$ cat src/rtl/instr_fetch_timing.sv
// Machine-cycle sequencer and instruction fetch for a 4-bit CPU: drives the PC a nibble at a
// time, latches OPR/OPA, and captures the second word of two-word instructions.
module instr_fetch_timing #(
    parameter int                  PC_WIDTH = 12,
    parameter logic [PC_WIDTH-1:0] RESET_PC = '0
) (
    input  logic                clk,
    input  logic                rstN,
    input  logic                runEn,
    input  logic [3:0]          romData,
    input  logic                pcLoad,
    input  logic [PC_WIDTH-1:0] pcLoadAddr,
    output logic [2:0]          cycle,
    output logic                sync,
    output logic [3:0]          romAddr,
    output logic [PC_WIDTH-1:0] pc,
    output logic [3:0]          opr,
    output logic [3:0]          opa,
    output logic [7:0]          operand2,
    output logic                secondWord,
    output logic                instrDone
);

    typedef enum logic [2:0] {A1, A2, A3, M1, M2, X1, X2, X3} cycle_e;
    typedef enum logic {WORD_FIRST, WORD_SECOND} word_e;

    cycle_e              cycle_q, cycle_d;
    word_e               word_q, word_d;
    logic [PC_WIDTH-1:0] pc_q, pc_d;
    logic [3:0]          opr_q, opr_d;
    logic [3:0]          opa_q, opa_d;
    logic [7:0]          operand2_q, operand2_d;
    logic                done_q, done_d;
    logic                two_word;
    logic                final_word;

    // JCN, JUN, JMS, ISZ and FIM (opr 2 with even opa) carry a second ROM word.
    assign two_word   = (opr_q inside {4'h1, 4'h4, 4'h5, 4'h7}) || ((opr_q == 4'h2) && !opa_q[0]);
    assign final_word = (word_q == WORD_SECOND) || !two_word;

    always_comb begin
        // NOTE: every next-state value defaults to its register first, so no path infers a latch.
        cycle_d    = cycle_q;
        word_d     = word_q;
        pc_d       = pc_q;
        opr_d      = opr_q;
        opa_d      = opa_q;
        operand2_d = operand2_q;
        done_d     = done_q;
        if (runEn) begin
            cycle_d = cycle_e'(cycle_q + 3'd1);
            done_d  = 1'b0;
            case (cycle_q)
                M1: begin
                    if (word_q == WORD_FIRST) opr_d = romData;
                    else                      operand2_d[7:4] = romData;
                end
                M2: begin
                    if (word_q == WORD_FIRST) opa_d = romData;
                    else                      operand2_d[3:0] = romData;
                end
                // opr/opa are already latched here, so the final-word pulse can be registered.
                X2: done_d = final_word;
                X3: begin
                    pc_d   = (final_word && pcLoad) ? pcLoadAddr : pc_q + PC_WIDTH'(1);
                    word_d = (word_q == WORD_FIRST && two_word) ? WORD_SECOND : WORD_FIRST;
                end
                default: ;
            endcase
        end
    end

    // NOTE: all state, including opr/opa/operand2, is reset so an abort leaves a clean NOP.
    always_ff @(posedge clk or negedge rstN) begin
        if (!rstN) begin
            cycle_q    <= A1;
            word_q     <= WORD_FIRST;
            pc_q       <= RESET_PC;
            opr_q      <= 4'h0;
            opa_q      <= 4'h0;
            operand2_q <= 8'h00;
            done_q     <= 1'b0;
        end else begin
            // NOTE: non-blocking assignments so every register samples pre-edge values.
            cycle_q    <= cycle_d;
            word_q     <= word_d;
            pc_q       <= pc_d;
            opr_q      <= opr_d;
            opa_q      <= opa_d;
            operand2_q <= operand2_d;
            done_q     <= done_d;
        end
    end

    always_comb begin
        romAddr = 4'h0;
        case (cycle_q)
            A1:      romAddr = pc_q[3:0];
            A2:      romAddr = pc_q[7:4];
            A3:      romAddr = pc_q[11:8];
            default: ;
        endcase
    end

    assign cycle      = cycle_q;
    assign sync       = (cycle_q == X3);
    assign pc         = pc_q;
    assign opr        = opr_q;
    assign opa        = opa_q;
    assign operand2   = operand2_q;
    assign secondWord = (word_q == WORD_SECOND);
    assign instrDone  = done_q;

endmodule

$ cat config.mk
export PLATFORM = sky130hd
export DESIGN_NAME = instr_fetch_timing
export DESIGN_NICKNAME = d
export VERILOG_FILES = /design/src/rtl/instr_fetch_timing.sv
export SDC_FILE = /design/constraint.sdc
export NUM_CORES = 1
export LEC_CHECK = 0
export ABC_AREA = 1
export CAP_MARGIN = 20
export CORE_UTILIZATION = 47
export DETAILED_ROUTE_END_ITERATION = 10
export PLACE_DENSITY = 0.8
export SLEW_MARGIN = 20
export SYNTH_ARGS = -nofsm -noshare
export SYNTH_HDL_FRONTEND = slang
export SYNTH_SLANG_ARGS = --single-unit
$ cat constraint.sdc
create_clock -name clk -period 1.6 [get_ports clk]
set_input_delay 0.24 -clock clk [delete_from_list [all_inputs] [get_ports clk]]
set_output_delay 0.24 -clock clk [all_outputs]
set_load 0.03 [all_outputs]
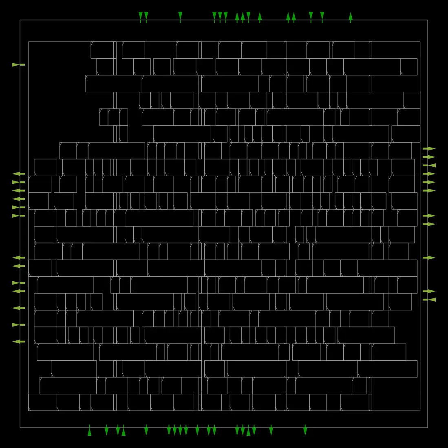
Run 1: placed standard cells
fraction of area in registers: 28.9%
# fillers: 287

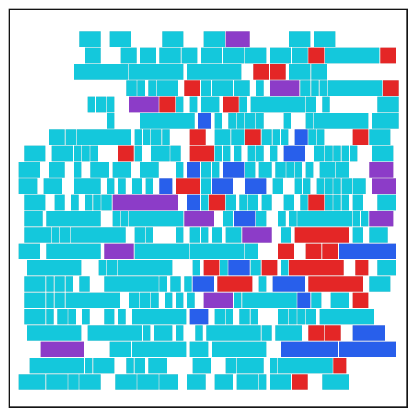
Run 1: cell sizes after repair
Scale: 6 px per um.
- x2: blue (cells 19; most used nand3_2)
- x3 and x4: red (cells 31; most used buf_4)
- x6 and larger: purple (cells 12; most used clkbuf_8)
- x1 and smaller: cyan (cells 261; most used nand2_1)
Non-clk bufs: 77
worst setup margin: 0.00866 ns

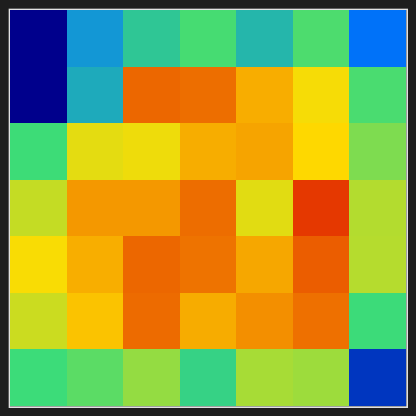
Run 1: placement density heat map
Scale: 6 px per um. The die is cut into 7 by 7 equal tiles; dark blue is low, red is high, 0 to 100% covered.
- densest ninth of the die: center
- emptiest ninth of the die: north-west
- tiles over 75% full: 41%
- fullest tile: 94%
- nearly empty tiles: 4.1%
- mean over tiles: 64%
Initial Util: 50.8%
Core Region: 3800 um^2
post-layout util: 75.6%

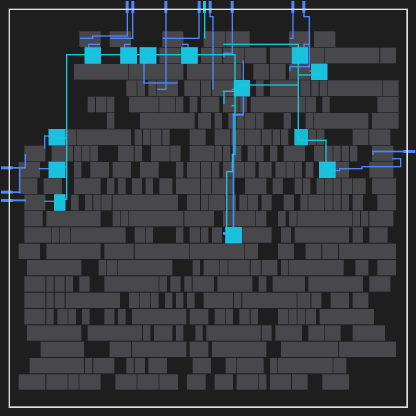
Run 1: nets reached from selected ports
Scale: 6 px per um.
- pcLoadAddr: blue (direction input; edge 8 north, 3 west, 1 east; end cells 12; wire 186 um)
- pcLoad: cyan (direction input; edge north; end cells 13; wire 153 um)
IO buf count: 57
I/O pins: 58

==> run notes, run 1 <==
impl run done, here's what came out: Comb area share between 30% and 40%, largest net degree at the start of global routing 34, GRT Total Usage approximately a quarter, worst endpoint required time 1.36 ns, clk_lat worst skew 0.29 ns, Internal Power 3.12 mW, fin. max-slew vios 0, clk pwr 839 uW, asr flop ratio synth 100%, # resized after CTS 33, met1 Use GR 36.0%, fin nets 349, Least-Margin Pin Slew 0.336 ns, routability cong. 0.822, Non-clock buffers, area share 25.5%, CP peak stage delay roughly 0.47 ns, yosys cell count 245, fin crit period 1.59 ns, hpwl dp between 3000 and 4000 um, outcome completed, Top cells excl fill/tap 75 x nand2_1, 34 x clkdlybuf4s50_1, 32 x nand3_1, routed length on met2 2370 um, Num CTS Buffers 5, row cnt 22, post-route cell area 2870 um^2, switching power 2.79 mW, inverters 22, CTS tree yes, Flop pwr share 25.9%, CP startpoint kind flop, Clock buf/inv share 4.18%, First-pass DRT Iterations 4, combinational power 3.54 mW, share of layout cells above drive strength 1 19.2%, Fin Hold WS 0.318 ns, Sink Count 33, Worst EP arrival 1.35 ns, Seq Cell Count 33, type of the most critical hold path in2async, synthesis-to-layout area growth 48.8%, drt drc 0, wire length per cell after detailed routing 14.0 um, most used logic cell in the final layout nand2_1, Peak VDD IR 1.47 mV, met3 WL 306 um, chip height 66.1 um, Net Sw Frac 47.2%
## run 1: final timing paths
| path | start | end | slack, ns | cells after the start |
|---|---|---|---|---|
| max | cycle[0] | romAddr[0] | 0.009 | 5 |
| min | rstN | operand2[6] | 0.32 | 2 |
| max reg2reg | cycle[0] | opa[0] | 0.08 | 6 |
| min reg2reg | operand2[6] | operand2[6] | 0.49 | 2 |
| max in group asynchronous | rstN | cycle[1] | 1.10 | 2 |
| min in group clk | operand2[6] | operand2[6] | 0.49 | 2 |
## run 1: synthesized netlist by cell type, types with 2 or more instances
| cell | instances | share of area [%] |
|---|---|---|
| nor2_1 | 9 | 1.8 |
| inv_1 | 21 | 4.1 |
| xnor2_1 | 2 | 0.91 |
| nand2_1 | 76 | 15 |
| buf_6 | 2 | 1.2 |
| ha_1 | 7 | 4.5 |
| dfrtp_1 | 33 | 43 |
| buf_4 | 2 | 0.78 |
| xor2_1 | 4 | 1.8 |
| nor2_4 | 2 | 1.2 |
| nand2_2 | 4 | 1.3 |
| a21oi_1 | 4 | 1.0 |
| o21ai_0 | 15 | 3.9 |
| nand3_1 | 38 | 9.9 |
| nand4_1 | 5 | 1.6 |
| nand3b_1 | 11 | 4.3 |
| buf_2 | 2 | 0.52 |
## run 1: cells by family (layout without fill, tap and decap cells)
logic type      Yosys count  count (layout)  share of synthesized area [%]
fa+ha+maj                 7               7                           4.54
simple gates            148             148                           36.4
buf+inv                  29             107                           7.46
compound gates           22              22                           6.03
flops                    33              33                           42.8
xor+xnor                  6               6                           2.72
## run 1: flip-flops by register name, indices dropped and copies added (netlist names)
register and count:
pc 12, operand2 8, opa 4, opr 4, cycle 3, instrDone 1
secondWord 1
==> run 2: changes to the inputs <==
- ABC_AREA: 1 -> not set
- CORE_UTILIZATION: 47 -> 43
- CTS_BUF_LIST: not set -> sky130_fd_sc_hd__clkbuf_8
- PLACE_DENSITY: 0.8 -> 0.78
- clock period: 1.6 -> 1.4 ns (I/O delays scaled with it)
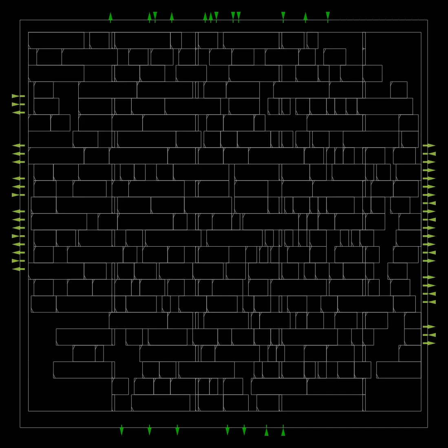
Run 2: placed standard cells
Seq Cell Count: 33
n_taps: 50
post-layout util: 76.0%

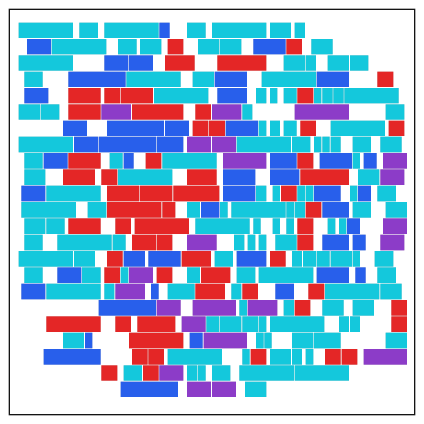
Run 2: cell sizes after repair
Scale: 6 px per um.
- x3 and x4: red (cells 60; most used buf_4)
- x2: blue (cells 47)
- x1 and smaller: cyan (cells 135; most used dfrtp_1)
- x6 and larger: purple (cells 22; most used buf_6)
Non-clk bufs: 94
post-route cell area: 3080 um^2
synthesis-to-layout area growth: 68.1%
worst setup margin: -0.329 ns

==> run notes, run 2 <==
impl run done, here's what came out: clk_lat worst skew 0.29 ns, fin nets approximately 290, fin. max-slew vios 0, Top area cell types dfrtp_1 45%, mux2_2 9.8%, mux2i_1 6.5%, a2bb2oi_2 6.5%, nand2_1 5.1%, Num CTS Buffers 5, Synth top area share 45.0%, failing checks setup timing, Sink Count 33, Internal Power between 4 and 5 mW, share of layout cells above drive strength 1 about half, CP startpoint kind flop, yosys cell count around 170, switching power 3.37 mW, Top non-seq family multiplexers, hpwl dp 3360 um, drt drc 0, Peak VDD IR ~1.3 mV, Adder Share, Synth under 10%, final tally of setup violations 30, Core Region 4060 um^2, largest net degree at the start of global routing 34, CP peak stage delay about 0.45 ns, Fin Hold WS a little under 0.3 ns, wire length per cell after detailed routing 16.2 um, worst setup margin -0.329 ns, chip height between 60 and 70 um, XOR/XNOR Area Share 0.477%, row cnt 23, Flop pwr share between 20% and 30%, Least-Margin Pin Slew 0.319 ns, yosys aoi share between 10% and 20%, outcome finished, violations left, most used logic cell in the final layout buf_4, routability cong. 0.819, worst endpoint required time 1.57 ns, flip-flop count of the largest register after layout 12, IO buf count 57
[run 2: cell count changes in the layout (fill, tap and decap cells not counted), moves of 7 or more]
cell             before  now
mux2_2                0    8
buf_4                20   33
inv_1                18    6
nand3b_1             11    0
nand3_1              32    6
o21ai_0              14    1
mux2i_1               0    7
mux2_4                0    8
a2bb2oi_2             0    8
buf_6                 4   12
clkdlybuf4s50_1      34   19
nand2_1              75   19
[run 2: final timing paths]
kind,startpoint,end,slack (ns),depth (start not counted)
min in group clk,operand2[3],operand2[3],0.50,1
worst max register to register,opr[0],pc[3],-0.33,7
max in group asynchronous,rstN,cycle[1],0.91,2
worst max-delay path,opr[0],pc[3],-0.33,7
worst min register to register,operand2[3],operand2[3],0.50,1
worst min-delay path,rstN,operand2[6],0.29,2
[run 2: final cells by class]
type	count	area, um^2	area share (%)
Clock buffer	5	68.8	2.23
Clock inverter	3	22.5	0.730
Inverter	9	36.3	1.18
Multi-Input combinational cell	120	1170	37.8
Sequential cell	33	833	27.0
Tap cell	50	62.6	2.03
Timing Repair Buffer	94	893	29.0
[run 2: timing repair]
action	CTS	global route
resized	57	22
buffers inserted	6	2
pin swaps	8	1
setup endpoints to repair	46	38
gates cloned	1	1
[run 2: power by group through the flow]
stage                     sequential, mW  clock (mW)  combinational [mW]
after CTS                           1.87       0.754                4.60
final                               1.92       0.731                4.75
after detailed placement            1.88           0                4.35
after floorplan                     2.79           0                1.62
after global placement              1.86           0                4.26
after global routing                1.98       0.794                5.05
[run 2: per-layer routing]
metal | wire length, um | GRT usage, % | up-vias
met3 | 347 | 6.59 | 6
met5 | 0 | 0 | -
met4 | 61 | 6.38 | 0
met1 | 2210 | 30.7 | 807
met2 | 2470 | 40.1 | 73
li1 | - | - | 791
==> run 3: changes to the inputs <==
- CAP_MARGIN: 20 -> 5
- SKIP_CTS_REPAIR_TIMING: not set -> 1
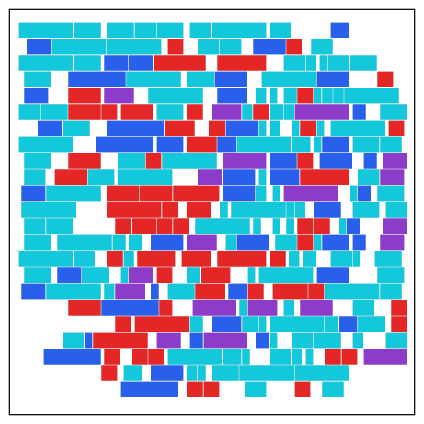
Run 3: cell sizes after repair
Scale: 6 px per um.
- x6 and larger: purple (cells 19; most used buf_6)
- x2: blue (cells 46; most used a2bb2oi_2)
- x1 and smaller: cyan (cells 134; most used dfrtp_1)
- x3 and x4: red (cells 62; most used buf_4)
worst setup margin: -0.394 ns
synthesis-to-layout area growth: 74.4%

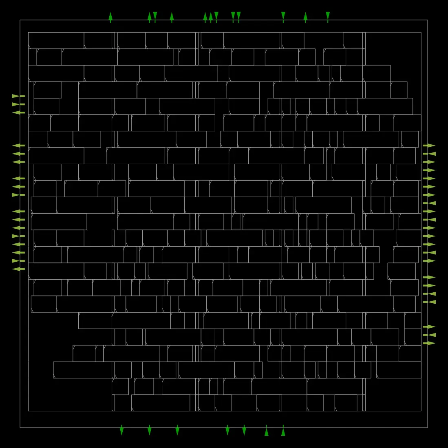
Run 3: placed standard cells
fraction of area in registers: 26.1%
Core Region: 4060 um^2
row cnt: 23
post-layout instance count excluding filler cells: 311
post-layout util: 78.8%

==> run notes, run 3 <==
impl run done, here's what came out: CP startpoint kind flop, Pwr per Cell Area 2380 nW/um^2, Synth area leader dfrtp_1, Sink Count 33, Post-synth top cells 33 x dfrtp_1, 25 x nand2_1, 16 x mux2_2, 12 x mux2i_1, 10 x a21oi_1, outcome finished, violations left, GRT Total Usage around 22%, Initial Util between 40% and 50%, most used logic cell in the final layout buf_4, chip height just under 70 um, CP max-delay cell dfrtp_2, met3 WL around 330 um, Top area cell types dfrtp_1 45%, mux2_2 9.8%, mux2i_1 6.5%, a2bb2oi_2 6.5%, nand2_1 5.1%, met1 Use GR 27.6%, Least-Margin Pin Slew 0.342 ns, largest net degree at the start of global routing 34, critical path depth 7, I/O pins 58, # fillers 240, Flop pwr share roughly 25%, switching power 3.43 mW, clk_lat worst skew 0.29 ns, routing usage on met3 7.09%, Peak VDD IR 1.34 mV, Commonest flop dfrtp_1, grt met2 use 36.1%, Top cells excl fill/tap 33 x buf_4, 27 x dfrtp_1, 25 x dlymetal6s2s_1, critical path startpoint opr[2], Synth Cell Area 1830 um^2, Internal Power between 4 and 5 mW, CP peak stage delay between 0.4 and 0.5 ns, asr flop ratio synth 100%, Setup TNS -5.91 ns, routability cong. 0.819, drt drc 0, First-pass DRT Iterations 4, yosys cell count 169, CTS tree yes, Comb area about 1200 um^2, fin. max-slew vios 0, final tally of setup violations 30, Critical Path Sink pc[6], Max clock buf depth 2, Num CTS Buffers 5, Total Wirelength 5420 um, fin crit period 1.79 ns, fin nets ~290, RSZ-0062 raised after global routing true, failing checks setup timing, Synth top area share 45.0%, share of layout cells above drive strength 1 48.7%, R2R setup slack -0.39 ns, RR Startpoint opr[2], post-route cell area 3200 um^2, RR Endpoint pc[6], Top Layer Used met4, hpwl dp 3360 um, worst setup margin -0.394 ns, grt peak-use layer met2, die width 67.3 um, register area 833 um^2, Cell Type Count 30, flip-flop count of the largest register after layout 12, wire length per cell after detailed routing 17.4 um, worst endpoint required time around 1.6 ns, Synth top cell by count dfrtp_1, Post-Route M1 WL 2210 um, relative slew slack 77.2%, Mapped Cells between 150 and 200, FF-to-FF path depth 7, IO buf count 57, CTS H-tree depth 2
==> run 3: cell types whose count changed in the layout (fill, tap and decap cells not counted), moves of 2 or more <==
cell	before	now
dlymetal6s2s_1	0	25
clkdlybuf4s15_2	3	0
a21oi_2	1	3
dlygate4sd2_1	19	0
buf_6	12	7
a21oi_1	9	6
nand2_1	19	17
nand2_2	5	7
clkbuf_2	3	0
==> run 3: metrics by stage <==
step	hold WS (ns)	utilization, %	setup slack, ns	instances	total power [mW]
6_report	0.285	78.8	-0.394	311	7.63
5_1_grt	0.306	78.8	-0.452	311	8.02
4_1_cts	0.299	70.7	-0.393	306	6.99
3_5_place_dp	0.492	68.4	-0.335	298	6.23
3_3_place_gp	0.487	68.4	-0.226	298	6.12
2_1_floorplan	-0.0856	-	-0.399	169	4.41
==> run 3: power groups by stage <==
stage	Sequential [mW]	Clock (mW)	Combinational, mW
global route	2.01	0.793	5.22
finish	1.94	0.739	4.95
floorplan	2.79	0	1.62
CTS	1.87	0.754	4.37
global placement	1.86	0	4.26
detailed placement	1.88	0	4.35
==> run 3: final cells by class <==
type | count | area share [%]
clock buffers | 5 | 2.15
clock inverters | 3 | 0.704
inverters | 9 | 1.13
multi-input cells | 120 | 37.5
flip-flops and latches | 33 | 26.1
well taps | 50 | 1.96
repair buffers | 91 | 30.5
==> run 3: logic make-up (layout without fill, tap and decap cells) <==
logic type | Yosys count | count (layout) | synth area share [%]
simple gates | 53 | 53 | 14.3
flops | 33 | 33 | 45.0
mux | 28 | 28 | 16.4
fa+ha+maj | 7 | 7 | 4.77
compound gates | 31 | 31 | 15.2
buf+inv | 16 | 108 | 3.89
xor+xnor | 1 | 1 | 0.478

==> screenshots <==
Metal 1.
Scale: 8 px per um. Supply wires on this layer in gray. Cells faint in the background.
image #1
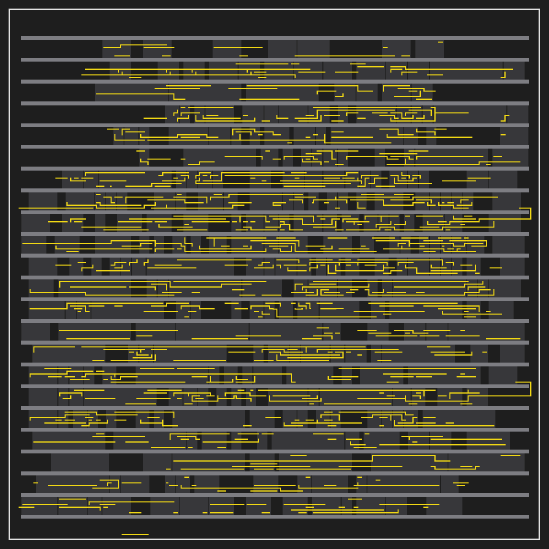
image #2
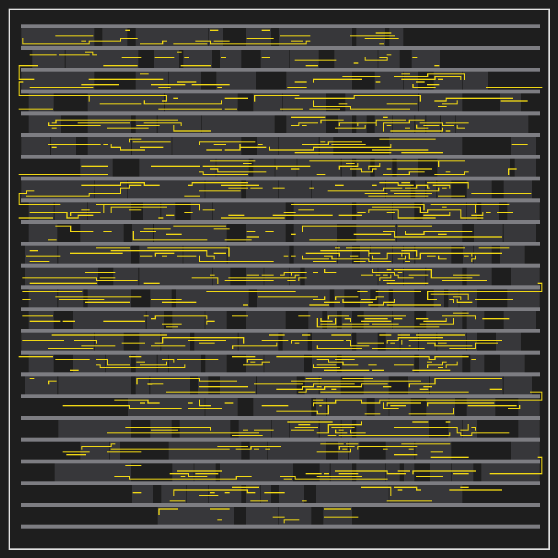
image #2: run 2
image #1: run 1

Key to image #1:
- main direction: horizontal
- longest straight run: 35.4 um
- nets with wire on the layer: 297
- share of all routed wire: 46%

Power is estimated from default activity; no workload was simulated.
